File: src/rtl/gp_pkg.sv
// Shared definitions for the general-purpose register file and its write-port users.
package gp_pkg;

  localparam int unsigned GPR_AW  = 4;
  localparam int unsigned GPR_DW  = 32;
  localparam int unsigned GPR_NUM = 1 << GPR_AW;

  localparam logic [1:0] SCOPE_NONE = 2'b00;
  localparam logic [1:0] SCOPE_LO   = 2'b01;
  localparam logic [1:0] SCOPE_HI   = 2'b10;
  localparam logic [1:0] SCOPE_FULL = 2'b11;

  typedef enum logic {
    REQ_A = 1'b0,
    REQ_B = 1'b1
  } req_id_e;

endpackage

File: src/rtl/rr_arb2.sv
// Two-way grant logic: round-robin on contention, or fixed A-priority when FIXED_PRI=1.
module rr_arb2
  import gp_pkg::*;
#(
  parameter bit FIXED_PRI = 1'b0
) (
  input  logic clk,
  input  logic rst_n,
  input  logic req_a,
  input  logic req_b,
  output logic gnt_a,
  output logic gnt_b
);

  req_id_e last_grant;

  // Grants are suppressed during reset so no handshake can complete.
  always_comb begin
    gnt_a = 1'b0;
    gnt_b = 1'b0;
    if (rst_n) begin
      if (req_a && req_b) begin
        if (FIXED_PRI || (last_grant == REQ_B)) gnt_a = 1'b1;
        else                                    gnt_b = 1'b1;
      end else begin
        gnt_a = req_a;
        gnt_b = req_b;
      end
    end
  end

  always_ff @(posedge clk or negedge rst_n) begin
    if (!rst_n)     last_grant <= REQ_B;
    else if (gnt_a) last_grant <= REQ_A;
    else if (gnt_b) last_grant <= REQ_B;
  end

endmodule

File: src/rtl/wb_port_arbiter.sv
// Arbitrates the single gp_regs write port between the execute (A) and load-return (B) paths.
module wb_port_arbiter
  import gp_pkg::*;
#(
  parameter int unsigned DW        = GPR_DW,
  parameter int unsigned AW        = GPR_AW,
  parameter int unsigned FIXED_PRI = 0,
  parameter int unsigned CNT_W     = 16
) (
  input  logic                 clk,
  input  logic                 rst_n,
  input  logic                 a_valid_i,
  input  logic [AW-1:0]        a_idx_i,
  input  logic [DW-1:0]        a_data_i,
  input  logic [1:0]           a_scope_i,
  output logic                 a_ready_o,
  input  logic                 b_valid_i,
  input  logic [AW-1:0]        b_idx_i,
  input  logic [DW-1:0]        b_data_i,
  input  logic [1:0]           b_scope_i,
  output logic                 b_ready_o,
  output logic [AW-1:0]        reg_w_idx_o,
  output logic [DW-1:0]        wdata_o,
  output logic                 wen_o,
  output logic [1:0]           wr_scope_o,
  output logic [(1<<AW)-1:0]   busy_o,
  output logic [CNT_W-1:0]     conflict_cnt_o,
  input  logic                 clr_cnt_i
);

  localparam int unsigned NREG = 1 << AW;

  logic          xfer;
  logic [AW-1:0] sel_idx;
  logic [DW-1:0] sel_data;
  logic [1:0]    sel_scope;

  rr_arb2 #(
    .FIXED_PRI (FIXED_PRI != 0)
  ) u_arb (
    .clk   (clk),
    .rst_n (rst_n),
    .req_a (a_valid_i),
    .req_b (b_valid_i),
    .gnt_a (a_ready_o),
    .gnt_b (b_ready_o)
  );

  always_comb begin
    xfer      = a_ready_o | b_ready_o;
    sel_idx   = b_idx_i;
    sel_data  = b_data_i;
    sel_scope = b_scope_i;
    if (a_ready_o) begin
      sel_idx   = a_idx_i;
      sel_data  = a_data_i;
      sel_scope = a_scope_i;
    end
  end

  // A scope-none transfer is consumed but leaves the captured fields untouched.
  always_ff @(posedge clk or negedge rst_n) begin
    if (!rst_n) begin
      wen_o       <= 1'b0;
      reg_w_idx_o <= '0;
      wdata_o     <= '0;
      wr_scope_o  <= SCOPE_NONE;
    end else if (xfer && (sel_scope != SCOPE_NONE)) begin
      wen_o       <= 1'b1;
      reg_w_idx_o <= sel_idx;
      wdata_o     <= sel_data;
      wr_scope_o  <= sel_scope;
    end else begin
      wen_o       <= 1'b0;
    end
  end

  always_comb begin
    busy_o = '0;
    if (wen_o) busy_o = NREG'(1) << reg_w_idx_o;
  end

  always_ff @(posedge clk or negedge rst_n) begin
    if (!rst_n)
      conflict_cnt_o <= '0;
    else if (clr_cnt_i)
      conflict_cnt_o <= '0;
    else if (a_valid_i && b_valid_i && (conflict_cnt_o != '1))
      conflict_cnt_o <= conflict_cnt_o + 1'b1;
  end

endmodule
File: config.mk
export PLATFORM = sky130hd
export DESIGN_NAME = wb_port_arbiter
export DESIGN_NICKNAME = d
export VERILOG_FILES = /design/src/rtl/gp_pkg.sv /design/src/rtl/rr_arb2.sv /design/src/rtl/wb_port_arbiter.sv
export SDC_FILE = /design/constraint.sdc
export NUM_CORES = 1
export LEC_CHECK = 0
export ABC_AREA = 0
export CAP_MARGIN = 10
export CELL_PAD_IN_SITES_DETAIL_PLACEMENT = 1
export CELL_PAD_IN_SITES_GLOBAL_PLACEMENT = 1
export CORE_ASPECT_RATIO = 1.1
export CORE_UTILIZATION = 28
export CTS_BUF_LIST = sky130_fd_sc_hd__clkbuf_4 sky130_fd_sc_hd__clkbuf_8
export DETAILED_ROUTE_END_ITERATION = 6
export GPL_TIMING_DRIVEN = 0
export PLACE_DENSITY = 0.89
export RECOVER_POWER = 100
export SYNTH_ARGS = -nofsm -noshare
export SYNTH_HDL_FRONTEND = slang
export SYNTH_SLANG_ARGS = --single-unit
File: constraint.sdc
create_clock -name clk -period 2 [get_ports clk]
set_input_delay 0.6 -clock clk [delete_from_list [all_inputs] [get_ports clk]]
set_output_delay 0.6 -clock clk [all_outputs]
set_load 0.02 [all_outputs]
**Run 1: routed metal, one colour a layer**

Two of the layers only.
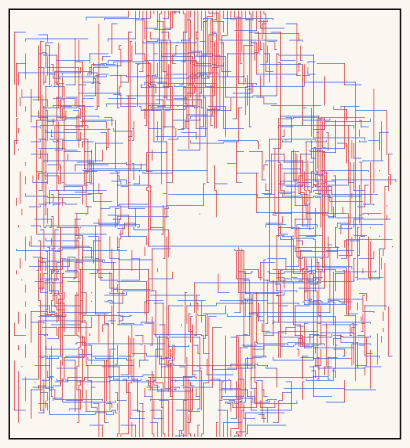
- metal 2: red (wire length 5510 um)
- metal 1: blue (wire length 4010 um)

**Run 1: close-up of the layout**

Region (61, 14) to (86, 39) um. Cells in grey, sequential cells in the stronger grey; small squares are vias.
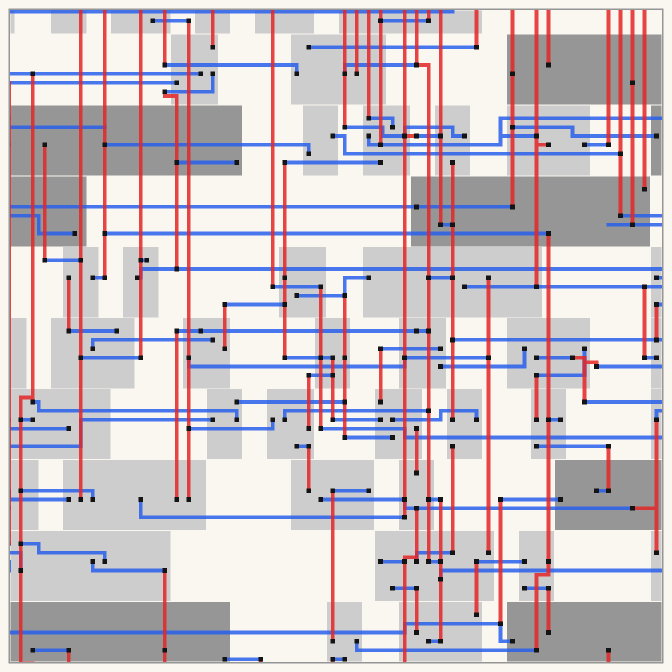
- metal 2: red
- metal 1: blue
- sequential cells in the window: 5
- netlist names of flops here include: conflict_cnt_o (4), wr_scope_o (1)
- most frequent: nor2_1 (6), dfrtp_1 (5), xor2_1 (4)
- cells with their middle in the window: 34

**Run 1: power grid**

The bar under the picture is 20 um long. Pins as bars on the die edge. Tap cells in grey.
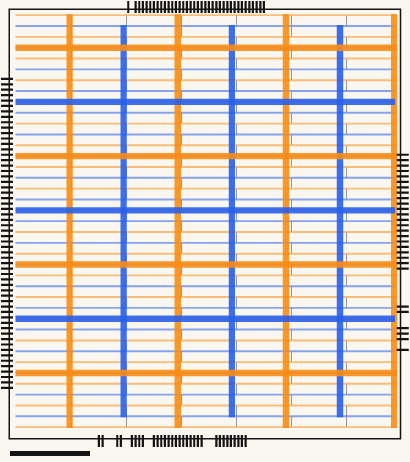
- VDD: blue
- VSS: orange
- met5 straps: 7
- tap cells: 120

==> results.txt, run 1 <==
run results: result of the run finished with violations, violations in the final reports DRC, setup timing, cell type with the largest total area after synthesis sky130_fd_sc_hd__dfrtp_1, count of mapped cells out of synthesis 333, Worst Setup EP busy_o[0], most frequently used flop master after synthesis sky130_fd_sc_hd__dfrtp_1, longest individual stage delay on the worst path 0.44 ns, IO Port Bufs 151, FF-to-FF End wdata_o[4], Late-Pin Clk Latency 0.31 ns, setup slack of the critical path after layout -0.08514 ns, combined flip-flop and latch cell area 1405 sq um, net count reported at finish 589, total number of tap cells 120, Static Leak 2.034 nW, combinational power 1.40 mW, Peak Freq 0.4796 GHz, proportion of final cell area spent on non-clock buffers 35.73%, clock edge transition at the registers on the reported setup and hold paths 0.10 ns, via count of the first global-routing pass 3372, Warnings, synthesis 0, Detail Route Antenna Nets 0, number of buffers between clock root and the deepest sink 2, slowest cell on the critical path sky130_fd_sc_hd__or3b_4, TritonCTS clock tree done, antenna violations before repair 0, #MultiIn Comb 256, yosys aoi share 13.06%, PD cells 742.6 nW/um^2, count of unique library cells instantiated by Yosys 41, number of setup buffers added after CTS 10, Synth Area in XOR/XNOR 3.409%, switching fraction of total power 34.09%, post-synthesis instance area 2826 sq um, flop and latch count out of synthesis 56, post-route non-filler standard cell count 628, die outline width 97.80 um, Worst path top cell family by delay simple AND/OR/NAND/NOR gates, buffers plus inverters on the worst setup path 1, die span in y 107.4 um, tool warnings 28, chip footprint 10500 sq um, clock share of power 20.0%, adder-cell area share of the yosys netlist 0.4427%, most instantiated cells after synthesis 83 x sky130_fd_sc_hd__nand2_1, 64 x sky130_fd_sc_hd__nor2_1, 55 x sky130_fd_sc_hd__dfrtp_1, 38 x sky130_fd_sc_hd__a31oi_1, 9 x sky130_fd_sc_hd__nor3_1, final setup violation count 7, classification of the worst-slack hold path in2async, depth of the CTS H-tree 2, Seq pwr share 40.5%, Setup Crit Path Kind reg2out, arrival time of data at the critical path endpoint 1.49 ns, CTS Root Cell sky130_fd_sc_hd__clkbuf_8, routed wl met2 5511 um, Detail Route met3 WL 746 um, share of total power in combinational logic 39.5%, worst hold slack 0.1628 ns, internal power summed over all cells 2.337 mW, count of flip-flops and latches 56, detailed router's first-iteration violation count 83, top flop regs wdata_o: 32 flops, conflict_cnt_o: 16 flops, reg_w_idx_o: 4 flops, Placer Congestion 0.7726, Remaining DRCs 12, portion of the clock cycle consumed by the worst path in the final layout 104.3%, fin crit period 2.085 ns, final routed wire length divided by cell count 16.53 um, power spent charging and discharging nets 1.208 mW, simple-gate share of the synthesized area 29.26%, peak-usage layer in the global routing report met2, top cells by area sky130_fd_sc_hd__dfrtp_1 49%, sky130_fd_sc_hd__nand2_1 11%, sky130_fd_sc_hd__nor2_1 8.5%, cts repair resizes 110
**Run 1: routing congestion**

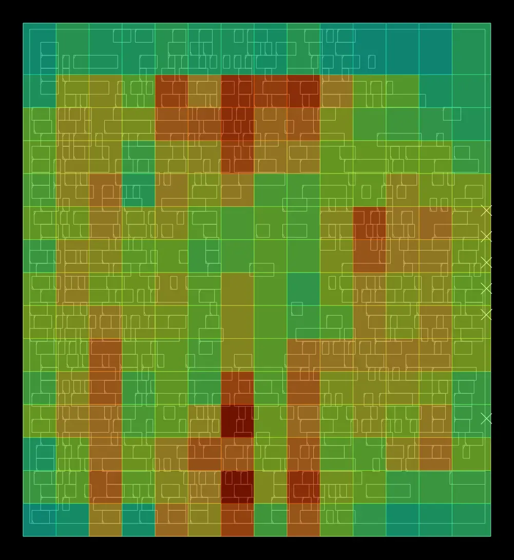

==> run 2: changes to the inputs <==
- RECOVER_POWER: 100 -> default
- REMOVE_ABC_BUFFERS: default -> 1
**Run 2: routing congestion**

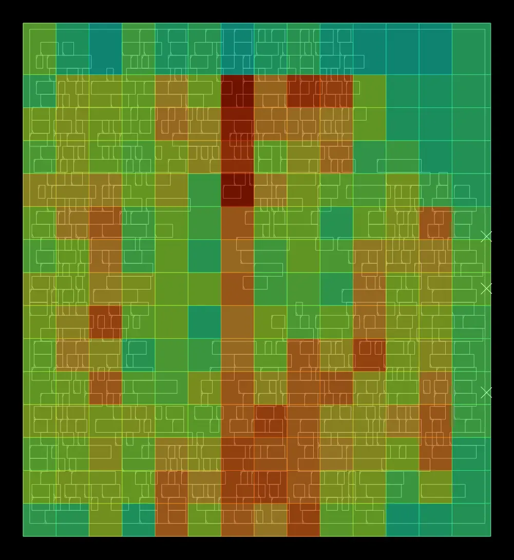
final routed wire length divided by cell count: 16.25 um
met2 capacity usage during global routing: 37.54%
met3 Usage GRT: 5.649%

**Run 2: power grid**

The bar under the picture is 20 um long. Pins as bars on the die edge. Tap cells in grey.
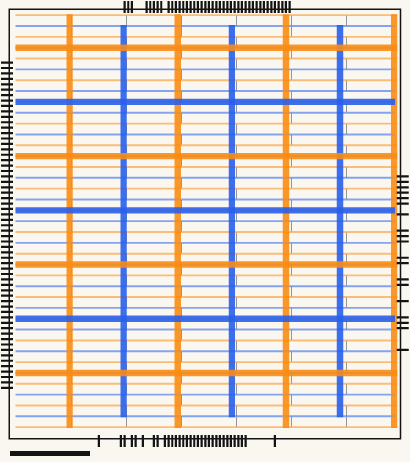
die span in y: 107.4 um
CORE AREA: 9842 sq um
worst vdd ir: 0.3978 mV

==> results.txt, run 2 <==
run results: peak-usage layer in the global routing report met2 (unchanged), Setup Crit Path Kind reg2out (unchanged), max FFs per register 32 (unchanged), sequential share of the synthesized area 49.62% (unchanged), arrival time of data at the critical path endpoint 1.46 ns (was 1.49 ns), clock share of power 21.1% (was 20.0%), Worst path top cell family by delay simple AND/OR/NAND/NOR gates (unchanged), Crit. End Element primary output (unchanged), power spent charging and discharging nets 1.201 mW (was 1.208 mW), number of cells in Yosys stat 333 (unchanged), result of the run finished with violations (unchanged), adder-cell area share of the yosys netlist 0.4427% (unchanged), post-route non-filler standard cell count 619 (was 628), Late-Pin Clk Latency 0.31 ns (about the same), Detail Route Antenna Nets 0 (unchanged), buffers plus inverters on the worst setup path 2 (was 1), #MultiIn Comb 257 (was 256), fraction of area in registers 28.88% (was 29.44%), largest register by flop count wdata_o (unchanged), share of total power in combinational logic 39.1% (was 39.5%), combined flip-flop and latch cell area 1405 sq um (unchanged), Synth Area in XOR/XNOR 3.409% (unchanged), flip-flops with a built-in enable 0 (unchanged), IO Port Bufs 153 (was 151), Final Skew 0.005383 ns (was 0.005781 ns), Peak Freq 0.4854 GHz (was 0.4796 GHz), longest individual stage delay on the worst path 0.40 ns (was 0.44 ns), Seq pwr share 39.8% (was 40.5%), Critical Path Start reg_w_idx_o[3] (was wen_o), net count reported at finish 580 (was 589), die outline width 97.80 um (unchanged), post-synthesis instance area 2826 sq um (unchanged), sequential logic power 1.44 mW (about the same), proportion of final cell area spent on non-clock buffers 36.38% (was 35.73%), average vias per placed instance 4.981 (was 4.955), simple-gate share of the synthesized area 29.26% (unchanged), Static Leak 2.166 nW (was 2.034 nW), chip footprint 10500 sq um (unchanged), tool warnings 27 (was 28), Sinks on Clock Net 56 (unchanged), internal power summed over all cells 2.403 mW (was 2.337 mW), FF-to-FF End wdata_o[8] (was wdata_o[4]), detailed router's first-iteration violation count 84 (was 83), Remaining DRCs 6 (was 12), clock edge transition at the registers on the reported setup and hold paths 0.10 ns (about the same), cell type with the largest total area after synthesis sky130_fd_sc_hd__dfrtp_1 (unchanged), portion of the clock cycle consumed by the worst path in the final layout 103.0% (was 104.3%), final setup violation count 4 (was 7), count of mapped cells out of synthesis 333 (unchanged), flop and latch count out of synthesis 56 (unchanged), switching fraction of total power 33.32% (was 34.09%), classification of the worst-slack hold path in2async (unchanged), depth of the CTS H-tree 2 (unchanged), top sig layer met4 (unchanged), most instantiated cells after synthesis 83 x sky130_fd_sc_hd__nand2_1, 64 x sky130_fd_sc_hd__nor2_1, 55 x sky130_fd_sc_hd__dfrtp_1, 38 x sky130_fd_sc_hd__a31oi_1, 9 x sky130_fd_sc_hd__nor3_1 (unchanged), wire length of the first global-routing pass 16410 um (was 16390 um), max-capacitance violation count 0 (unchanged), power drawn by the clock network 0.759 mW (was 0.708 mW), yosys aoi share 13.06% (unchanged), number of buffers between clock root and the deepest sink 2 (unchanged), top flop regs wdata_o: 32 flops, conflict_cnt_o: 16 flops, reg_w_idx_o: 4 flops (unchanged), cts repair resizes 117 (was 110), TritonCTS clock tree done (unchanged), most frequently used flop master after synthesis sky130_fd_sc_hd__dfrtp_1 (unchanged), fin crit period 2.060 ns (was 2.085 ns), combinational power 1.41 mW (was 1.40 mW), Detail Route met3 WL 664 um (was 746 um), CTS Root Cell sky130_fd_sc_hd__clkbuf_8 (unchanged), slowest cell on the critical path sky130_fd_sc_hd__dfrtp_1 (was sky130_fd_sc_hd__or3b_4), routed wl met2 5406 um (was 5511 um), setup slack of the critical path after layout -0.06008 ns (was -0.08514 ns), number of setup buffers added after CTS 15 (was 10), antenna violations before repair 0 (unchanged), count of flip-flops and latches 56 (unchanged), Placer Congestion 0.7687 (was 0.7726), Worst Setup EP busy_o[4] (was busy_o[0]), count of unique library cells instantiated by Yosys 41 (unchanged), summed standard-cell area reported by yosys 2826 sq um (unchanged), PD cells 740.7 nW/um^2 (was 742.6 nW/um^2), total number of tap cells 120 (unchanged), top cells by area sky130_fd_sc_hd__dfrtp_1 49%, sky130_fd_sc_hd__nand2_1 11%, sky130_fd_sc_hd__nor2_1 8.5% (unchanged), worst hold slack 0.1100 ns (was 0.1628 ns), via count of the first global-routing pass 3305 (was 3372), Warnings, synthesis 0 (unchanged), violations in the final reports DRC, setup timing (unchanged), actual transition at the worst max-transition pin 0.6127 ns (was 0.6162 ns)
Power is estimated from default activity; no workload was simulated.
